Figure 1. Signal wires on met1.
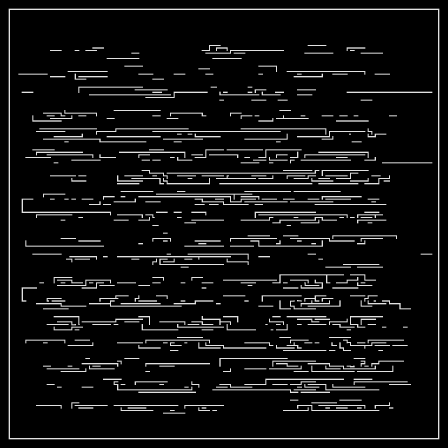
Figure 2. Met2 routing.
Bar = 20 um. Cells faint in the background.
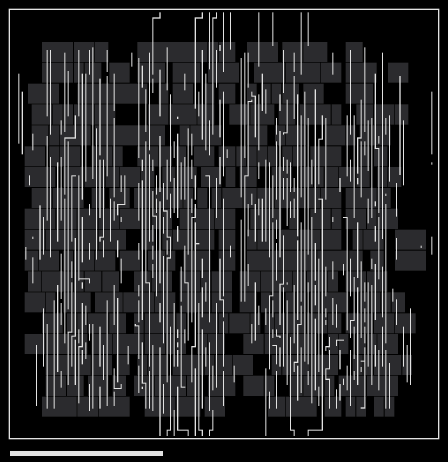
Figure 3. Met3 routing.
Bar = 20 um.
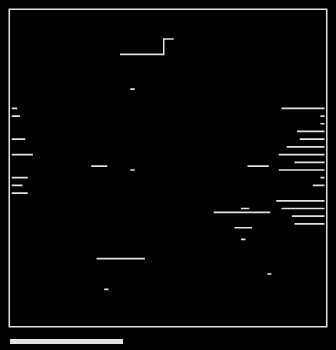
### src/rtl/multicycle_pkg.sv
// multicycle_pkg: shared constants for the multi-cycle MIPS control unit.
//   - opcode and funct field values
//   - 4-bit ALU operation codes; they are zero-extended wherever the ALU op
//     port is wider
//   - the FSM state encoding, which is also exported on state_o for debug
package multicycle_pkg;

  // Opcodes
  localparam logic [5:0] OP_R     = 6'd0;
  localparam logic [5:0] OP_J     = 6'd2;
  localparam logic [5:0] OP_BEQ   = 6'd4;
  localparam logic [5:0] OP_BNE   = 6'd5;
  localparam logic [5:0] OP_ADDI  = 6'd8;
  localparam logic [5:0] OP_ADDIU = 6'd9;
  localparam logic [5:0] OP_SLTI  = 6'd10;
  localparam logic [5:0] OP_SLTIU = 6'd11;
  localparam logic [5:0] OP_ANDI  = 6'd12;
  localparam logic [5:0] OP_ORI   = 6'd13;
  localparam logic [5:0] OP_XORI  = 6'd14;
  localparam logic [5:0] OP_LW    = 6'd35;
  localparam logic [5:0] OP_SW    = 6'd43;

  // R-type funct values
  localparam logic [5:0] FN_SLL  = 6'd0;
  localparam logic [5:0] FN_SRL  = 6'd2;
  localparam logic [5:0] FN_SRA  = 6'd3;
  localparam logic [5:0] FN_ADD  = 6'd32;
  localparam logic [5:0] FN_ADDU = 6'd33;
  localparam logic [5:0] FN_SUB  = 6'd34;
  localparam logic [5:0] FN_SUBU = 6'd35;
  localparam logic [5:0] FN_AND  = 6'd36;
  localparam logic [5:0] FN_OR   = 6'd37;
  localparam logic [5:0] FN_XOR  = 6'd38;
  localparam logic [5:0] FN_SLT  = 6'd42;
  localparam logic [5:0] FN_SLTU = 6'd43;

  // ALU operation codes
  localparam logic [3:0] ALU_ADD  = 4'd0;
  localparam logic [3:0] ALU_ADDU = 4'd1;
  localparam logic [3:0] ALU_SUB  = 4'd2;
  localparam logic [3:0] ALU_SUBU = 4'd3;
  localparam logic [3:0] ALU_AND  = 4'd4;
  localparam logic [3:0] ALU_OR   = 4'd5;
  localparam logic [3:0] ALU_XOR  = 4'd6;
  localparam logic [3:0] ALU_SLL  = 4'd7;
  localparam logic [3:0] ALU_SRL  = 4'd8;
  localparam logic [3:0] ALU_SRA  = 4'd9;
  localparam logic [3:0] ALU_SLT  = 4'd10;
  localparam logic [3:0] ALU_SLTU = 4'd11;
  localparam logic [3:0] ALU_NOP  = 4'd15;

  typedef enum logic [3:0] {
    S_IDLE      = 4'd0,
    S_FETCH     = 4'd1,
    S_DECODE    = 4'd2,
    S_EXEC      = 4'd3,
    S_ALU_WB    = 4'd4,
    S_MEM_ADDR  = 4'd5,
    S_MEM_READ  = 4'd6,
    S_MEM_WB    = 4'd7,
    S_MEM_WRITE = 4'd8,
    S_BRANCH    = 4'd9,
    S_JUMP      = 4'd10,
    S_ILLEGAL   = 4'd11
  } state_t;

endpackage

### src/rtl/alu_op_decode.sv
// alu_op_decode: combinational op/funct decoder for the multi-cycle control.
// Ports:
//   op, funct     in   instruction opcode and funct fields
//   alu_op        out  ALU operation (NOP for instructions that do not use EXEC)
//   shamt_sel     out  shift-amount operand select for sll/srl/sra
//   imm_zero_ext  out  zero-extend the immediate (andi/ori/xori)
//   is_rtype      out  opcode is R-type
//   legal         out  instruction is recognised (R-type also needs a known funct)
module alu_op_decode
  import multicycle_pkg::*;
#(
  parameter int ALUOP_W = 4
) (
  input  logic [5:0]         op,
  input  logic [5:0]         funct,
  output logic [ALUOP_W-1:0] alu_op,
  output logic               shamt_sel,
  output logic               imm_zero_ext,
  output logic               is_rtype,
  output logic               legal
);

  logic [3:0] code;

  always_comb begin
    code         = ALU_NOP;
    shamt_sel    = 1'b0;
    imm_zero_ext = 1'b0;
    is_rtype     = 1'b0;
    legal        = 1'b0;
    case (op)
      OP_R: begin
        is_rtype = 1'b1;
        legal    = 1'b1;
        case (funct)
          FN_SLL:  begin code = ALU_SLL; shamt_sel = 1'b1; end
          FN_SRL:  begin code = ALU_SRL; shamt_sel = 1'b1; end
          FN_SRA:  begin code = ALU_SRA; shamt_sel = 1'b1; end
          FN_ADD:  code = ALU_ADD;
          FN_ADDU: code = ALU_ADDU;
          FN_SUB:  code = ALU_SUB;
          FN_SUBU: code = ALU_SUBU;
          FN_AND:  code = ALU_AND;
          FN_OR:   code = ALU_OR;
          FN_XOR:  code = ALU_XOR;
          FN_SLT:  code = ALU_SLT;
          FN_SLTU: code = ALU_SLTU;
          default: legal = 1'b0;
        endcase
      end
      OP_ADDI:  begin code = ALU_ADD;  legal = 1'b1; end
      OP_ADDIU: begin code = ALU_ADDU; legal = 1'b1; end
      OP_SLTI:  begin code = ALU_SLT;  legal = 1'b1; end
      OP_SLTIU: begin code = ALU_SLTU; legal = 1'b1; end
      OP_ANDI:  begin code = ALU_AND;  legal = 1'b1; imm_zero_ext = 1'b1; end
      OP_ORI:   begin code = ALU_OR;   legal = 1'b1; imm_zero_ext = 1'b1; end
      OP_XORI:  begin code = ALU_XOR;  legal = 1'b1; imm_zero_ext = 1'b1; end
      OP_LW, OP_SW, OP_BEQ, OP_BNE, OP_J: legal = 1'b1;
      default: ;
    endcase
  end

  // Zero-extend the 4-bit code to the configured width.
  always_comb begin
    alu_op      = '0;
    alu_op[3:0] = code;
  end

endmodule

### src/rtl/multicycle_control.sv
// multicycle_control: Moore-FSM control unit for the multi-cycle MIPS datapath.
// One instruction takes 3-5 states; every datapath enable/select is a function
// of the registered state plus op/funct.
// Ports:
//   clk, reset       clock; asynchronous active-high reset (forces IDLE)
//   run              level, permits fetching new instructions
//   op, funct        instruction register fields
//   mem_ready        memory completion (only with MULTCTL_MEM_WAIT_EN)
//   pc_write ... imm_zero_ext, alu_src_b, pc_source, alu_op   datapath controls
//   instr_done       pulse in the last state of each instruction
//   illegal          high while trapped in ILLEGAL
//   state_o          current state encoding, for debug
// Handshake: run is a level; it is sampled in IDLE, in every terminal state
// and in ILLEGAL. With MULTCTL_MEM_WAIT_EN defined, FETCH, MEM_READ and
// MEM_WRITE hold until mem_ready is high (a valid/ready-style completion);
// the one-shot enables are qualified by mem_ready and a WAIT_TIMEOUT-cycle
// watchdog sends a stuck access to ILLEGAL. Without the macro mem_ready is
// ignored and each memory state lasts exactly one cycle.
module multicycle_control
  import multicycle_pkg::*;
#(
  parameter int ALUOP_W      = 4,
  parameter int WAIT_TIMEOUT = 16
) (
  input  logic               clk,
  input  logic               reset,
  input  logic               run,
  input  logic [5:0]         op,
  input  logic [5:0]         funct,
  input  logic               mem_ready,
  output logic               pc_write,
  output logic               pc_write_cond,
  output logic               branch_ne,
  output logic               iord,
  output logic               mem_read,
  output logic               mem_write,
  output logic               ir_write,
  output logic               reg_dst,
  output logic               mem_to_reg,
  output logic               reg_write,
  output logic               alu_src_a,
  output logic               shamt_sel,
  output logic               imm_zero_ext,
  output logic [1:0]         alu_src_b,
  output logic [1:0]         pc_source,
  output logic [ALUOP_W-1:0] alu_op,
  output logic               instr_done,
  output logic               illegal,
  output logic [3:0]         state_o
);

  state_t state_q, state_d;

  logic [ALUOP_W-1:0] dec_alu_op;
  logic               dec_shamt_sel;
  logic               dec_imm_zero_ext;
  logic               dec_is_rtype;
  logic               dec_legal;

  alu_op_decode #(.ALUOP_W(ALUOP_W)) u_alu_op_decode (
    .op           (op),
    .funct        (funct),
    .alu_op       (dec_alu_op),
    .shamt_sel    (dec_shamt_sel),
    .imm_zero_ext (dec_imm_zero_ext),
    .is_rtype     (dec_is_rtype),
    .legal        (dec_legal)
  );

  function automatic logic [ALUOP_W-1:0] ext_op(input logic [3:0] c);
    ext_op      = '0;
    ext_op[3:0] = c;
  endfunction

`ifdef MULTCTL_MEM_WAIT_EN
  localparam int CNT_W = $clog2(WAIT_TIMEOUT + 1);
  logic [CNT_W-1:0] wait_cnt_q, wait_cnt_d;
  logic             wait_expired;

  // Counts cycles already spent in the current memory state without mem_ready.
  assign wait_expired = (wait_cnt_q == CNT_W'(WAIT_TIMEOUT - 1));

  always_ff @(posedge clk or posedge reset) begin
    if (reset) wait_cnt_q <= '0;
    else       wait_cnt_q <= wait_cnt_d;
  end
`else
  logic unused_mem_ready;
  localparam int UNUSED_WAIT_TIMEOUT = WAIT_TIMEOUT;
  assign unused_mem_ready = mem_ready;
`endif

  always_ff @(posedge clk or posedge reset) begin
    if (reset) state_q <= S_IDLE;
    else       state_q <= state_d;
  end

  always_comb begin
    state_d       = state_q;
    pc_write      = 1'b0;
    pc_write_cond = 1'b0;
    branch_ne     = 1'b0;
    iord          = 1'b0;
    mem_read      = 1'b0;
    mem_write     = 1'b0;
    ir_write      = 1'b0;
    reg_dst       = 1'b0;
    mem_to_reg    = 1'b0;
    reg_write     = 1'b0;
    alu_src_a     = 1'b0;
    shamt_sel     = 1'b0;
    imm_zero_ext  = 1'b0;
    alu_src_b     = 2'b00;
    pc_source     = 2'b00;
    alu_op        = '0;
    instr_done    = 1'b0;
    illegal       = 1'b0;
`ifdef MULTCTL_MEM_WAIT_EN
    wait_cnt_d    = '0;
`endif
    case (state_q)
      S_IDLE: begin
        if (run) state_d = S_FETCH;
      end
      S_FETCH: begin
        mem_read  = 1'b1;
        alu_src_b = 2'b01;
        alu_op    = ext_op(ALU_ADD);
`ifdef MULTCTL_MEM_WAIT_EN
        ir_write  = mem_ready;
        pc_write  = mem_ready;
        if (mem_ready)         state_d = S_DECODE;
        else if (wait_expired) state_d = S_ILLEGAL;
`else
        ir_write  = 1'b1;
        pc_write  = 1'b1;
        state_d   = S_DECODE;
`endif
      end
      S_DECODE: begin
        // Branch target is computed speculatively here, before op is known.
        alu_src_b = 2'b11;
        alu_op    = ext_op(ALU_ADD);
        if (!dec_legal) begin
          state_d = S_ILLEGAL;
        end else begin
          case (op)
            OP_LW, OP_SW:   state_d = S_MEM_ADDR;
            OP_BEQ, OP_BNE: state_d = S_BRANCH;
            OP_J:           state_d = S_JUMP;
            default:        state_d = S_EXEC;
          endcase
        end
      end
      S_EXEC: begin
        alu_src_a    = 1'b1;
        alu_src_b    = dec_is_rtype ? 2'b00 : 2'b10;
        shamt_sel    = dec_shamt_sel;
        imm_zero_ext = dec_imm_zero_ext;
        alu_op       = dec_alu_op;
        state_d      = S_ALU_WB;
      end
      S_ALU_WB: begin
        reg_write  = 1'b1;
        reg_dst    = dec_is_rtype;
        instr_done = 1'b1;
        state_d    = run ? S_FETCH : S_IDLE;
      end
      S_MEM_ADDR: begin
        alu_src_a = 1'b1;
        alu_src_b = 2'b10;
        alu_op    = ext_op(ALU_ADD);
        state_d   = (op == OP_SW) ? S_MEM_WRITE : S_MEM_READ;
      end
      S_MEM_READ: begin
        mem_read = 1'b1;
        iord     = 1'b1;
`ifdef MULTCTL_MEM_WAIT_EN
        if (mem_ready)         state_d = S_MEM_WB;
        else if (wait_expired) state_d = S_ILLEGAL;
`else
        state_d  = S_MEM_WB;
`endif
      end
      S_MEM_WB: begin
        reg_write  = 1'b1;
        mem_to_reg = 1'b1;
        instr_done = 1'b1;
        state_d    = run ? S_FETCH : S_IDLE;
      end
      S_MEM_WRITE: begin
        iord = 1'b1;
`ifdef MULTCTL_MEM_WAIT_EN
        mem_write  = mem_ready;
        instr_done = mem_ready;
        if (mem_ready)         state_d = run ? S_FETCH : S_IDLE;
        else if (wait_expired) state_d = S_ILLEGAL;
`else
        mem_write  = 1'b1;
        instr_done = 1'b1;
        state_d    = run ? S_FETCH : S_IDLE;
`endif
      end
      S_BRANCH: begin
        alu_src_a     = 1'b1;
        alu_op        = ext_op(ALU_SUB);
        pc_write_cond = 1'b1;
        pc_source     = 2'b01;
        branch_ne     = (op == OP_BNE);
        instr_done    = 1'b1;
        state_d       = run ? S_FETCH : S_IDLE;
      end
      S_JUMP: begin
        pc_write   = 1'b1;
        pc_source  = 2'b10;
        instr_done = 1'b1;
        state_d    = run ? S_FETCH : S_IDLE;
      end
      S_ILLEGAL: begin
        // Leaving the trap needs run to be dropped, so a free-running run
        // cannot silently skip past a bad instruction.
        illegal = 1'b1;
        if (!run) state_d = S_IDLE;
      end
      default: state_d = S_IDLE;
    endcase
`ifdef MULTCTL_MEM_WAIT_EN
    // Reload on entry to a memory state, count while it is held.
    if ((state_d == state_q) &&
        (state_q == S_FETCH || state_q == S_MEM_READ || state_q == S_MEM_WRITE))
      wait_cnt_d = wait_cnt_q + CNT_W'(1);
`endif
  end

  assign state_o = state_q;

endmodule

### config.mk
export PLATFORM = sky130hd
export DESIGN_NAME = multicycle_control
export DESIGN_NICKNAME = d
export VERILOG_FILES = /design/src/rtl/multicycle_pkg.sv /design/src/rtl/alu_op_decode.sv /design/src/rtl/multicycle_control.sv
export SDC_FILE = /design/constraint.sdc
export NUM_CORES = 1
export LEC_CHECK = 0
export ABC_AREA = 1
export CAP_MARGIN = 20
export CORE_MARGIN = 1.5
export CORE_UTILIZATION = 30
export DETAILED_ROUTE_END_ITERATION = 6
export PLACE_DENSITY_LB_ADDON = 0.08
export SLEW_MARGIN = 25
export SYNTH_ARGS = -nofsm -noshare
export SYNTH_HDL_FRONTEND = slang
export SYNTH_SLANG_ARGS = --single-unit
### constraint.sdc
create_clock -name clk -period 1.59 [get_ports clk]
set_input_delay 0.2385 -clock clk [delete_from_list [all_inputs] [get_ports clk]]
set_output_delay 0.2385 -clock clk [all_outputs]
set_load 0.02 [all_outputs]
==> Slide: Implementation Results <==
Physical Implementation Snapshot

Status
  – Status: complete, but fails checks
  – Failing checks: negative setup slack

Power
  – Power density cells: 1227 nW/um^2
  – Sw Ratio: 50.00%
  – Pwr Total: 0.002501 W
  – Comb. pwr: 0.00215 W
  – Max power group: combinational logic
  – Clk pwr: 0.000140 W
  – Comb power frac: 86.1%
  – Largest vdd supply drop: 1.415 mV

Yosys
  – Post-synth EDFFs: 0
  – Share of the synthesized area in the top cell type: 22.46%
  – Most instantiated cells after synthesis: nand2_1 (50), nor2_1 (33), inv_1 (27)
  – Synthesized registers: 4

Setup path
  – Worst-path fanout max: 4
  – Most frequent CP cell: inv_1
  – Worst flop-to-flop path endpoint: state_o[2]$_DFFE_PP0P_
  – Critical Path Max Stage Delay: 0.39 ns
  – Buf/Inv on CP: 3
  – Worst reg-to-reg path cell count: 8
  – CP Class: flip-flop to output port
  – CP Capture Type: output port
  – Worst Setup Start Kind: flip-flop
  – Critical-path cell list: inv_1 -> nand2_1 -> nor2_2 -> inv_1 -> nor3_2 -> buf_4

Place
  – Post-DP Area: 1627 um^2
  – Routability congestion estimate from global placement: 0.8488

Cells and area
  – Clkbuf count: 3
  – Seq/total area: 4.911%
  – Fin nets: 305
  – Non-clk buf share: 45.18%
  – Cell Count, Final, Fillers Out: 317
  – Logic area: 832.0 um^2

Clock network
  – Total CTS buffers: 3
  – Reg clk slew, reported paths: 0.05 ns
  – Clock buffer depth: 2
  – H-tree levels: 1
  – Cts hold-fix bufs: 0

Timing
  – Unrepaired setup endpoints after global routing: true
  – Post-layout minimum cycle time: 1.674 ns
  – Worst slew pin tran: 0.2676 ns
  – Min Hold Slack: 0.1901 ns
  – Final setup margin: -0.08439 ns
  – Max-slew violation count: 0
  – Finish-stage setup viols: 16

Run
  – Max-Cap Viols: 0

Global routing
  – Busiest grt layer: met2

Floorplanning
  – Die W: 55.78 um
  – Tap cells: 30
  – I/O pin count: 43
  – Fp_density: 32.55%
  – Core area: 2567 um^2

Hold path
  – Worst min path class: primary input to async pin

Routing
  – Met2 WL: 2.274 mm
Notes on Figure 1 above:
nets with wire on the layer	269
wire length on this layer	1530 um

Notes on Figure 2 above:
longest straight run	35.0 um
share of all routed wire	57%
wire length on this layer	2270 um
GR Util met2: 43.88%
Routed Wire Length: 3.993 mm

Notes on Figure 3 above:
longest straight run	9.70 um
nets with wire on the layer	30
GR Util met3: 4.651%
vias: 1529

Power and IR drop assume default switching activity.
